M2 wires:
(4 px per µm)
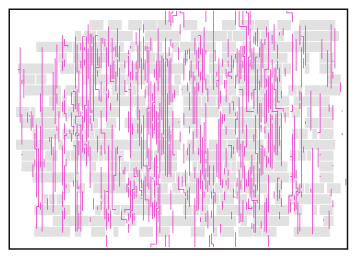
Clock wiring as the flow saved it:
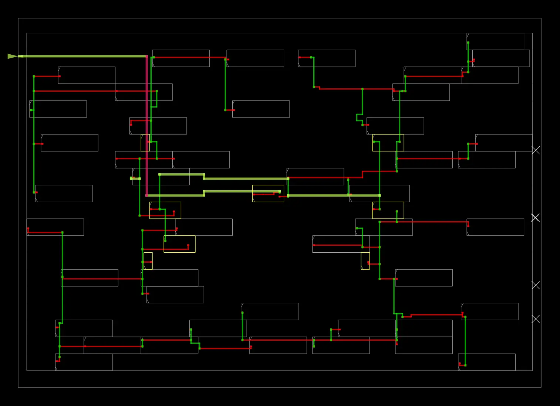
Layout detail:
Window x 53 to 73, y 35 to 55 µm. Cells in gray, sequential cells in the stronger gray; small squares are vias.
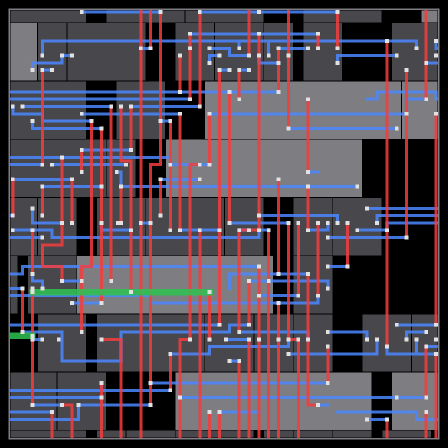
Wires at chosen ports, followed through buffers:
(4 px per µm)
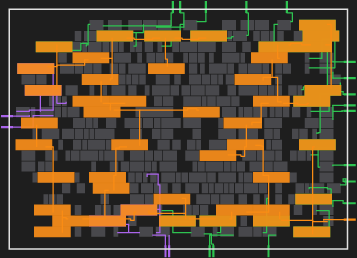
Metal layers overlaid:
(6 px per µm) Only two layers are drawn.
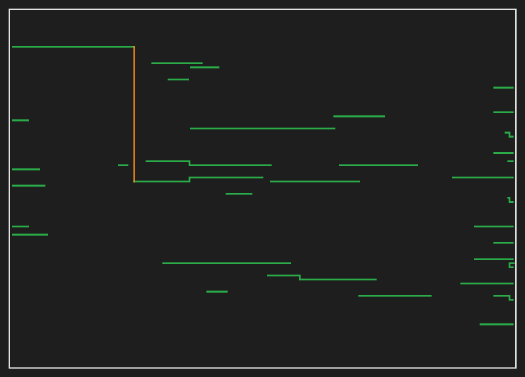
`config.mk`:
```
export PLATFORM = sky130hd
export DESIGN_NAME = argmax_classifier
export DESIGN_NICKNAME = d
export VERILOG_FILES = /design/src/rtl/argmax_classifier.sv
export SDC_FILE = /design/constraint.sdc
export NUM_CORES = 1
export LEC_CHECK = 0
export ABC_AREA = 0
export CAP_MARGIN = 0
export CORE_ASPECT_RATIO = 0.7
export CORE_UTILIZATION = 58
export DETAILED_ROUTE_END_ITERATION = 6
export HOLD_SLACK_MARGIN = 0.05
export PLACE_DENSITY = 0.85
export SETUP_SLACK_MARGIN = 0.5
export SLEW_MARGIN = 30
export SYNTH_ARGS = -nofsm -noshare
export SYNTH_HDL_FRONTEND = slang
export SYNTH_SLANG_ARGS = --single-unit
export TNS_END_PERCENT = 50
```
`constraint.sdc`:
```
create_clock -name clk -period 6.36 [get_ports clk]
set_input_delay 1.59 -clock clk [delete_from_list [all_inputs] [get_ports clk]]
set_output_delay 1.59 -clock clk [all_outputs]
set_load 0.05 [all_outputs]
```
`src/rtl/argmax_classifier.sv`:
```
// Streaming argmax over NUM_CLASSES signed 16-bit scores; reports the winning class
// index and its score with a one-cycle done pulse when the last score is taken.
module argmax_classifier #(
    parameter int NUM_CLASSES = 10,
    parameter int IDX_W       = (NUM_CLASSES > 2) ? $clog2(NUM_CLASSES) : 1
) (
    input  logic             clk,
    input  logic             rstN,
    input  logic             start,
    input  logic             in_valid,
    input  logic [15:0]      in_score,
    output logic             busy,
    output logic [IDX_W-1:0] class_idx,
    output logic [15:0]      max_score,
    output logic             done
);

    typedef enum logic {
        IDLE    = 1'b0,
        COLLECT = 1'b1
    } state_t;

    localparam logic [IDX_W-1:0] LAST_IDX  = IDX_W'(NUM_CLASSES - 1);
    localparam logic [15:0]      MIN_SCORE = 16'h8000;

    state_t           state_q, state_d;
    logic [IDX_W-1:0] count_q, count_d;
    logic [IDX_W-1:0] best_idx_q, best_idx_d;
    logic [15:0]      best_score_q, best_score_d;
    logic [IDX_W-1:0] class_idx_q, class_idx_d;
    logic [15:0]      max_score_q, max_score_d;
    logic             done_q, done_d;

    logic             take_new;
    logic [IDX_W-1:0] win_idx;
    logic [15:0]      win_score;

    // Winner including the score on the input this cycle; strict '>' keeps the lowest index on ties.
    always_comb begin
        take_new  = (count_q == '0) || ($signed(in_score) > $signed(best_score_q));
        win_idx   = take_new ? count_q  : best_idx_q;
        win_score = take_new ? in_score : best_score_q;
    end

    always_comb begin
        state_d      = state_q;
        count_d      = count_q;
        best_idx_d   = best_idx_q;
        best_score_d = best_score_q;
        class_idx_d  = class_idx_q;
        max_score_d  = max_score_q;
        done_d       = 1'b0;

        case (state_q)
            IDLE: begin
                if (start) begin
                    state_d      = COLLECT;
                    count_d      = '0;
                    best_idx_d   = '0;
                    best_score_d = MIN_SCORE;
                end
            end
            COLLECT: begin
                if (start) begin
                    count_d      = '0;
                    best_idx_d   = '0;
                    best_score_d = MIN_SCORE;
                end else if (in_valid) begin
                    best_idx_d   = win_idx;
                    best_score_d = win_score;
                    count_d      = count_q + IDX_W'(1);
                    if (count_q == LAST_IDX) begin
                        state_d     = IDLE;
                        count_d     = '0;
                        class_idx_d = win_idx;
                        max_score_d = win_score;
                        done_d      = 1'b1;
                    end
                end
            end
            default: state_d = IDLE;
        endcase
    end

    always_ff @(posedge clk or negedge rstN) begin
        if (!rstN) begin
            state_q      <= IDLE;
            count_q      <= '0;
            best_idx_q   <= '0;
            best_score_q <= MIN_SCORE;
            class_idx_q  <= '0;
            max_score_q  <= '0;
            done_q       <= 1'b0;
        end else begin
            state_q      <= state_d;
            count_q      <= count_d;
            best_idx_q   <= best_idx_d;
            best_score_q <= best_score_d;
            class_idx_q  <= class_idx_d;
            max_score_q  <= max_score_d;
            done_q       <= done_d;
        end
    end

    assign busy      = (state_q == COLLECT);
    assign class_idx = class_idx_q;
    assign max_score = max_score_q;
    assign done      = done_q;

endmodule

```
==> metrics.yaml <==
critical_path:
  timing.critical_path.from: "in_score[15]"
  critPathMaxStageDelay_ps: 690
  r2r-start: "best_score_q[15]"
final_layout:
  fillers: 324
  synthToLayoutAreaGrowth_pct: 18.0
  dominant_cells: "multi-input combinational cells"
  regArea_um2: 1150
  combGateArea_um2: 1430
yosys:
  synth_area_um2: 2740
  synth.avg_cell_area_um2: 9.23
  edf_count: 0
  ys_types: 42
  top_area_cell: "dfrtp_1"
status:
  status: "finished with violations"
  violations: "DRC"
clock_network:
  cts-buffers-inserted: 5
  hold_buffers: 0
  cts_tree: "built"
  clk_pin_slew_ps: 80
floorplanning:
  die_h_um: 59.5
  io_pins: 42
  fp_util: 0.619
place:
  gp_congestion: 0.843
  place_hpwl_mm: 4.12
worst_hold_path:
  min-delay-start: "class_idx[2]"
detailed_routing:
  drc: 9
  wl_met2_mm: 2.89
  drt_iter0_markers: 177
final_timing:
  fin_crit_sh: 0.761
Back to the opening pictures, 'M2 wires':
- wire length on this layer: 2,890 µm
- longest straight run: 45.9 µm
- nets with wire on the layer: 302
- share of all routed wire: 47%
- main direction: vertical

Back to the opening pictures, 'clock wiring as the flow saved it':
CLK BUF: 8
Clock Latency Late Sink: 290 ps

Back to the opening pictures, 'layout detail':
- blue: met1
- green: met3
- red: met2
- sequential cells in the window: 4
- most frequent: nand2b_1 (6)
- cells with their middle in the window: 32
- netlist names of flops here include: best_score_q (3), max_score (1)

Back to the opening pictures, 'wires at chosen ports, followed through buffers':
- orange: rstN (bits 1; direction input; end cells 46; buffers 1; wire 335 µm)
- green: max_score (bits 16; direction output; end cells 16; buffers 16; wire 284 µm)
- purple: class_idx (bits 4; direction output; end cells 4; buffers 4; wire 89.2 µm)

Back to the opening pictures, 'metal layers overlaid':
- orange: met4 (wire length 22.4 µm)
- green: met3 (wire length 279 µm)

[through the flow]
stage / setup WS, ps / instance area (µm²)
3_3_place_gp: 1420 / 3150
5_1_grt: 1360 / 3240
6_report: 1520 / 3240
3_5_place_dp: 1330 / 3160
4_1_cts: 1580 / 3240
2_1_floorplan: 2690 / 2740
[critical path, delay by kind of cell]
kind	cells	cell delay [ps]
compound gates	3	1700
fa+ha+maj	1	420
buf+inv	2	820
mux	1	240
simple gates	2	260
[placed cells by master (no fill, tap or decap), drive strengths merged, types with 5 or more instances in the layout]
master | netlist | layout
a21oi | 12 | 12
a31oi | 19 | 19
clkbuf | 10 | 8
clkdlybuf4s50 | 0 | 40
dfrtp | 45 | 45
ha | 19 | 19
inv | 21 | 21
mux2i | 18 | 18
nand2 | 8 | 8
nand2b | 35 | 35
nand3 | 19 | 19
nand4 | 5 | 5
nor2 | 29 | 29
o21ai | 21 | 21
[power by group]
group	leakage [nW]	internal, mW	switching (mW)	total (mW)
Combinational	0.733	0.0516	0.0745	0.126
Clock	0.0395	0.0783	0.0955	0.174
Sequential	0.623	0.302	0.00905	0.311
Total	1.40	0.432	0.179	0.611
[sequential cells by signal, indices dropped and copies added (netlist names)]
| name | count |
|---|---|
| class_idx | 4 |
| count_q | 4 |
| best_score_q | 16 |
| best_idx_q | 4 |
| max_score | 16 |
| busy | 1 |
| done | 1 |
[cells by family (layout without fill, tap and decap cells)]
group | after synthesis | in the layout | share of synthesized area
AND/OR/NAND/NOR | 109 | 109 | 0.209
AND-OR/OR-AND | 66 | 66 | 0.158
flip-flops | 46 | 46 | 0.420
buffers and inverters | 39 | 73 | 0.0602
adder cells (fa/ha/maj) | 19 | 19 | 0.0867
multiplexers | 18 | 18 | 0.0657
No activity file was given, so power comes from the tool's default toggle rates.
